==> run_1/met1.png <==
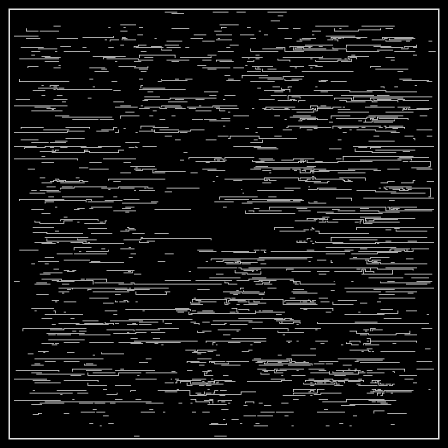
==> run_1/met2.png <==
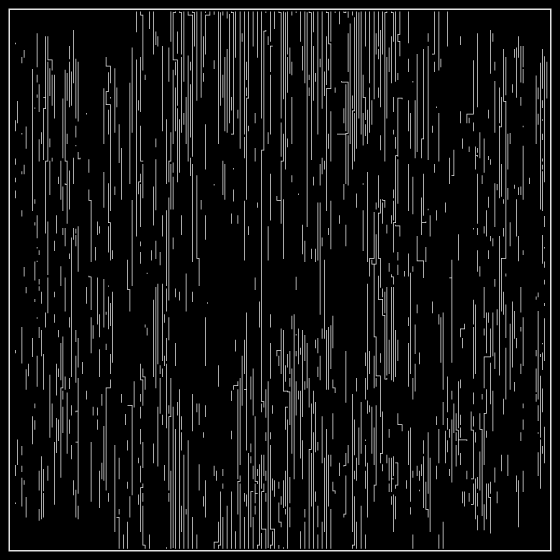
==> run_1/met3.png <==
The bar under the picture is 20 um long. Cells faint in the background.
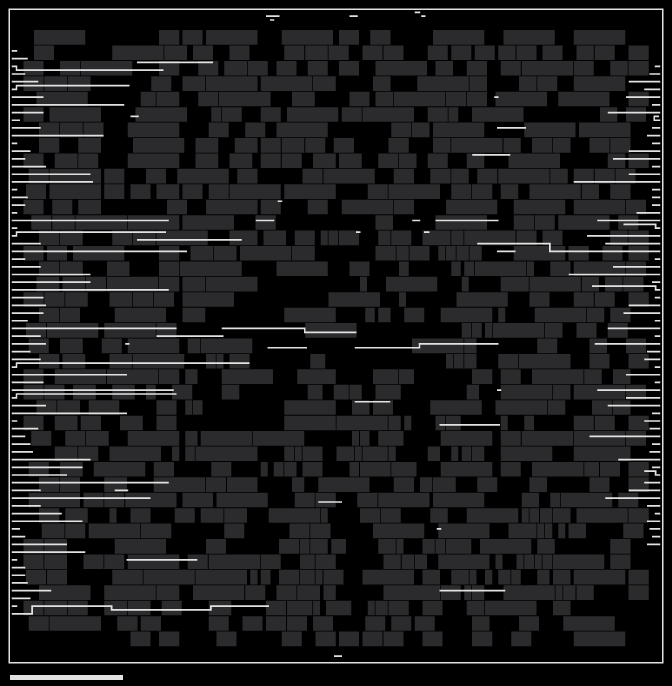
### config.mk
export PLATFORM = sky130hd
export DESIGN_NAME = logic_issue_unit
export DESIGN_NICKNAME = d
export VERILOG_FILES = /design/src/rtl/logic_issue_unit.sv
export SDC_FILE = /design/constraint.sdc
export NUM_CORES = 1
export LEC_CHECK = 0
export CAP_MARGIN = 20
export CORE_MARGIN = 2
export CORE_UTILIZATION = 40
export DETAILED_ROUTE_END_ITERATION = 10
export PLACE_DENSITY_LB_ADDON = 0.1
export SYNTH_ARGS = -nofsm -noshare
export SYNTH_HDL_FRONTEND = slang
export SYNTH_SLANG_ARGS = --single-unit
### constraint.sdc
create_clock -name clk -period 4.55 [get_ports clk]
set_input_delay 0.6825 -clock clk [delete_from_list [all_inputs] [get_ports clk]]
set_output_delay 0.6825 -clock clk [all_outputs]
set_load 0.05 [all_outputs]
### src/rtl/logic_issue_unit.sv
// Initiator-side sequencer for the combinational logic unit: decodes one logic-class
// instruction, issues registered operands/control, captures the result and returns it.
module logic_issue_unit #(
  parameter int ZEXT_IMM = 1,
  parameter int CNT_W    = 16
) (
  input  logic             clk,
  input  logic             rst,
  input  logic             in_valid,
  output logic             in_ready,
  input  logic [5:0]       op,
  input  logic [5:0]       funct,
  input  logic [31:0]      rs_data,
  input  logic [31:0]      rt_data,
  input  logic [15:0]      imm,
  output logic [31:0]      ALU_DA,
  output logic [31:0]      ALU_DB,
  output logic [1:0]       Logicctr,
  input  logic [31:0]      logic_result,
  output logic             out_valid,
  input  logic             out_ready,
  output logic [31:0]      out_data,
  output logic             out_illegal,
  output logic [CNT_W-1:0] op_count
);

  typedef enum logic [1:0] {IDLE, ISSUE, RESP} state_t;

  state_t      state, state_next;
  logic        legal;
  logic [1:0]  dec_ctr;
  logic [31:0] dec_db;
  logic [31:0] ext_imm;

  always_comb begin
    ext_imm = (ZEXT_IMM != 0) ? {16'h0000, imm} : {{16{imm[15]}}, imm};
  end

  always_comb begin
    legal   = 1'b0;
    dec_ctr = 2'b00;
    dec_db  = rt_data;
    case (op)
      6'b000000: begin
        case (funct)
          6'b100100: begin legal = 1'b1; dec_ctr = 2'b00; end
          6'b100101: begin legal = 1'b1; dec_ctr = 2'b01; end
          6'b100110: begin legal = 1'b1; dec_ctr = 2'b10; end
          6'b100111: begin legal = 1'b1; dec_ctr = 2'b11; end
          default:   legal = 1'b0;
        endcase
      end
      6'b001100: begin legal = 1'b1; dec_ctr = 2'b00; dec_db = ext_imm; end
      6'b001101: begin legal = 1'b1; dec_ctr = 2'b01; dec_db = ext_imm; end
      6'b001110: begin legal = 1'b1; dec_ctr = 2'b10; dec_db = ext_imm; end
      default:   legal = 1'b0;
    endcase
  end

  always_ff @(posedge clk or posedge rst) begin
    if (rst) state <= IDLE;
    else     state <= state_next;
  end

  always_comb begin
    state_next = state;
    case (state)
      IDLE:    if (in_valid) state_next = legal ? ISSUE : RESP;
      ISSUE:   state_next = RESP;
      RESP:    if (out_ready) state_next = IDLE;
      default: state_next = IDLE;
    endcase
  end

  // Handshake flags derive straight from the state register, so no extra flops.
  always_comb begin
    in_ready  = (state == IDLE) && !rst;
    out_valid = (state == RESP);
  end

  always_ff @(posedge clk or posedge rst) begin
    if (rst) begin
      ALU_DA      <= '0;
      ALU_DB      <= '0;
      Logicctr    <= '0;
      out_data    <= '0;
      out_illegal <= 1'b0;
      op_count    <= '0;
    end else begin
      case (state)
        IDLE: begin
          if (in_valid) begin
            if (legal) begin
              ALU_DA   <= rs_data;
              ALU_DB   <= dec_db;
              Logicctr <= dec_ctr;
            end else begin
              out_data    <= '0;
              out_illegal <= 1'b1;
            end
          end
        end
        ISSUE: begin
          out_data    <= logic_result;
          out_illegal <= 1'b0;
          op_count    <= op_count + CNT_W'(1);
        end
        RESP: begin
          if (out_ready) out_illegal <= 1'b0;
        end
        default: ;
      endcase
    end
  end

endmodule

==> run_results.csv, run 1 <==
group,metric,value,unit
layout,logic_area,1760,um^2
pwr,clock_power_share,26.6,%
critical_path,startpoint,"state[1]",
route,wl_met2,6580,um
synth,edf_count,0,
global_routing,grt_first_pass_wirelength,21200,um
status,status,"finished, final reports clean",
route,drc,0,
synth,ys_sh_aoi,9.22,%
worst_hold_path,hold_path_end,"op_count[15]",
flow_run,maxCapViolations,0,
synth,syn_inst,364,
clocking,ctsHoldBuffers,0,
floorplan,io_pins,245,
route,viasPerCell,5.04,
critical_path,critPathRequiredTime,3.87,ns
synth,ys_sh_xor,2.67,%
pwr,maxPowerGroup,"combinational logic",
clocking,clk_pin_slew,0.05,ns
place,dpl.cell_count,739,
pwr,power.switching,1.98,mW
global_routing,grt_pass1_vias,4059,
layout,fillers,916,
critical_path,rrSetupSlack,2.42,ns
pwr,p_per_area,608,nW/um^2
global_routing,grt_max_degree,81,
pwr,power_frac_comb,43.4,%
pwr,irDropWorstVdd,0.333,mV
pwr,p_seq_share,30.0,%
clocking,cts_tree,"built",
clocking,cts.sinks,117,
synth,logic_family,"multiplexers",
sta,finalHoldViolations,0,
critical_path,endpoint,"in_ready",
layout,syn2layout_area_growth,64.2,%
layout,fin_nets,746,
sta,rsz0062_at_grt,"false",
floorplan,chipArea,13200,um^2
pwr,sequentialPower,1.48,mW
synth,yosys_warnings,0,
floorplan,std_cell_rows,40,
critical_path,arrival,2.22,ns
pwr,swShare,40.2,%
synth,fa_ha_area_share,1.27,%
critical_path,worstSetupPathType,"reg2out",
synth,syn_avg_cell_area,13.5,um^2
synth,synth_chip_area,4930,um^2
critical_path,rr_startpoint,"state[1]",
critical_path,worstReg2RegEnd,"ALU_DA[3]",
clocking,ctsHtreeMaxLevel,4,
Notes on met1.png above:
641 nets have wire on it. The wires run mostly horizontal. The layer carries 5520 um of wire.
WL final: 13700 um
vias: 3889
M1 GR Usage: 24.2%

Notes on met2.png above:
658 nets have wire on it. The layer holds 48% of the routed length.

Notes on met3.png above:
The layer holds 9.1% of the routed length. The layer carries 1240 um of wire. 146 nets have wire on it.

## run 1: state kept, by name, indices dropped and copies added (netlist names)
register	count
ALU_DA	32
ALU_DB	32
Logicctr	2
op_count	16
out_data	32
out_illegal	1
state	2
## run 1: synthesized netlist by cell type, types with 6 or more instances
| cell | count | area (um^2) |
|---|---|---|
| nand2_1 | 8 | 30.0 |
| xnor2_1 | 10 | 87.6 |
| a22o_1 | 33 | 289 |
| o21ai_0 | 17 | 85.1 |
| dfrtp_1 | 117 | 2930 |
| mux2_1 | 6 | 67.6 |
| buf_6 | 6 | 67.6 |
| mux2_2 | 54 | 608 |
| inv_1 | 24 | 90.1 |
| nor2_1 | 6 | 22.5 |
| buf_2 | 11 | 55.1 |
| nand4_1 | 22 | 138 |
## run 1: metrics by stage
step / area (um^2) / worst slack (ns) / utilization (%) / hold slack (ns)
final: 8090 / 1.65 / 67.4 / 0.464
after global routing: 8090 / 1.53 / 67.4 / 0.480
after CTS: 8040 / 1.45 / 66.9 / 0.490
after detailed placement: 7450 / 1.03 / 62.0 / 0.478
after global placement: 7450 / 1.14 / 62.0 / 0.462
after floorplan: 4930 / 0.767 / - / 0.521
## run 1: final cells by class
cell class                      count  area share [%]
Clock inverter                      9            1.25
Inverter                           24            1.14
Clock buffer                       22            5.98
Tap cell                          147            2.27
Sequential cell                   117            36.2
Multi-Input combinational cell    201            21.7
Timing Repair Buffer              252            31.4
## run 1: metal layers
metal | global-route usage, % | up-vias
li1 | - | 1807
met1 | 24.2 | 1879
met2 | 34.5 | 174
met3 | 8.80 | 29
met4 | 10.3 | 0
met5 | 0 | -
## run 1: worst max-delay path, cell delays in order (launching register included)
cell	delay, ns
dfrtp_1	0.40
inv_1	0.11
ha_1	0.26
inv_1	0.12
nor2_1	0.11
clkdlybuf4s50_1	0.81
==> run_1/met4.png <==
The bar under the picture is 20 um long.
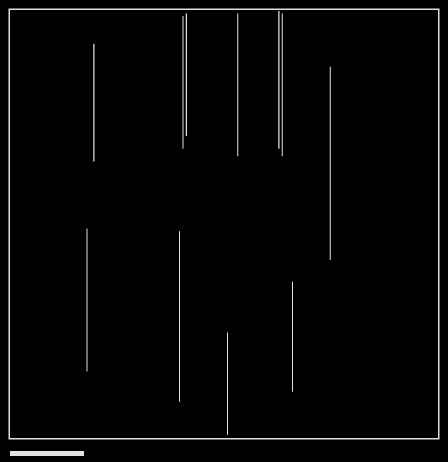

==> run 2: changes to the inputs <==
==> constraint.sdc (replaced) <==
create_clock -name clk -period 2.95 [get_ports clk]
set_input_delay 0.4425 -clock clk [delete_from_list [all_inputs] [get_ports clk]]
set_output_delay 0.4425 -clock clk [all_outputs]
set_load 0.05 [all_outputs]
==> run_2/met4.png <==
The bar under the picture is 20 um long.
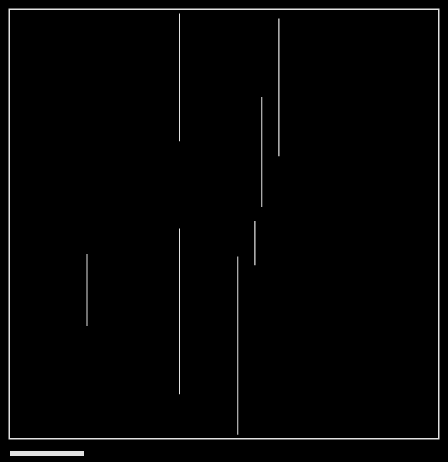
The layer carries 222 um of wire. The layer holds 1.6% of the routed length. The wires run mostly vertical. 5 nets have wire on it. The longest straight run is 47.6 um.

==> run_2/met1.png <==
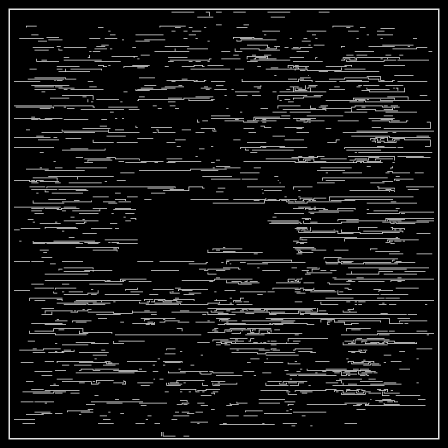
The longest straight run is 34.5 um. The layer carries 5490 um of wire. 634 nets have wire on it. The wires run mostly horizontal.
M1 GR Usage: 24.5%
vias: 3918

==> run_results.csv, run 2 <==
group,metric,value,unit
status,status,"finished, final reports clean",
worst_hold_path,min_path_cells,1,
synth,ys_sh_aoi,9.22,%
synth,common_cells,"dfrtp_1, mux2_2, a22o_1",
route,drc,0,
global_routing,grt_max_degree,118,
layout,fillers,941,
clocking,ctsHoldBuffers,0,
floorplan,std_cell_rows,40,
synth,largest_area_cell,"dfrtp_1",
critical_path,arrival,2.20,ns
clocking,clk_pin_slew,0.06,ns
clocking,cts.sinks,117,
layout,fin_nets,747,
synth,synth_top_cell_by_count,"dfrtp_1",
floorplan,io_pins,245,
synth,ys_sh_xor,2.67,%
route,ant_nets,0,
critical_path,rr_startpoint,"state[1]",
route,wl,13800,um
synth,top_area_share,59.4,%
pwr,p_per_area,928,nW/um^2
synth,fa_ha_area_share,1.27,%
synth,synth_chip_area,4930,um^2
synth,logic_family,"multiplexers",
sta,finalHoldViolations,0,
pwr,irDropWorstVdd,0.549,mV
worst_hold_path,hold_path_end,"ALU_DA[27]",
synth,syn_inst,364,
synth,yosys_warnings,0,
floorplan,chipArea,13200,um^2
synth,syn_avg_cell_area,13.5,um^2
critical_path,rrSetupSlack,0.91,ns
floorplan,fp_util,41.0,%
critical_path,worstSetupPathType,"reg2out",
clocking,cts_tree,"built",
route,viasPerCell,5.06,
layout,utilization,67.1,%
clocking,ctsHtreeMaxLevel,4,
layout,syn2layout_area_growth,63.6,%
synth,top_cells_by_area,"dfrtp_1, mux2_2, a22o_1",
sta,rsz0062_at_grt,"false",
critical_path,worstReg2RegEnd,"op_count[12]",
layout,top_regs,"ALU_DA (32), ALU_DB (32), out_data (32)",
global_routing,antenna_found_initial,0,
flow_run,maxCapViolations,0,
critical_path,r2r_cells,6,
sta,finalClockSkew,0.00579,ns
clocking,cts_buffers,17,
synth,edf_count,0,
[run 2: cell counts after synthesis]
No cell type changed its count.
[run 2: cell type report]
cell class                      instances  area share (%)
Sequential cell                       117            36.3
Timing Repair Buffer                  253            31.4
Multi-Input combinational cell        201            21.8
Clock buffer                           22            6.01
Tap cell                              147            2.28
Inverter                               24            1.16
Clock inverter                         10           0.978
[run 2: through the flow]
step                      hold slack [ns]  cells  setup WS, ns  cell area, um^2
after floorplan                     0.521    364          1.01             4930
after global placement              0.468    742         0.424             7500
after detailed placement            0.475    742         0.388             7500
after CTS                           0.486    774         0.272             8060
after global routing                0.503    774         0.179             8060
final                               0.483    774         0.307             8060
[run 2: routing by layer]
metal	vias up	global-route usage, %	share of wire (%)
li1	1809	-	-
met1	1930	24.5	40
met2	164	34.8	49
met3	15	10.1	9.8
met4	0	7.55	1.6
met5	-	0	0
[run 2: kinds of logic after synthesis]
| family | after synthesis |
|---|---|
| fa+ha+maj | 5 |
| xor+xnor | 15 |
| compound gates | 58 |
| flops | 117 |
| mux | 68 |
| simple gates | 55 |
| buf+inv | 46 |
[run 2: worst max path at each step]
stage | start | to | slack (ns) | depth (start not counted)
after CTS | state[0] | in_ready | 0.27 | 5
after floorplan | state[0] | ALU_DA[26] | 1.01 | 8
final | state[0] | in_ready | 0.31 | 5
after detailed placement | op[0] | ALU_DA[13] | 0.39 | 6
after global routing | state[0] | in_ready | 0.18 | 5
after global placement | op[0] | ALU_DA[0] | 0.42 | 6
[run 2: where the power goes]
part | internal [mW] | switching (mW)
combinational | 1.18 | 2.11
sequential | 2.03 | 0.238
clock | 1.23 | 0.694
[run 2: worst max-delay path: stages, from the launching register on]
cell,delay [ns]
dfrtp_1,0.41
inv_1,0.10
ha_1,0.26
inv_1,0.11
nor2_1,0.11
clkdlybuf4s50_1,0.81
No activity file was given, so power comes from the tool's default toggle rates.
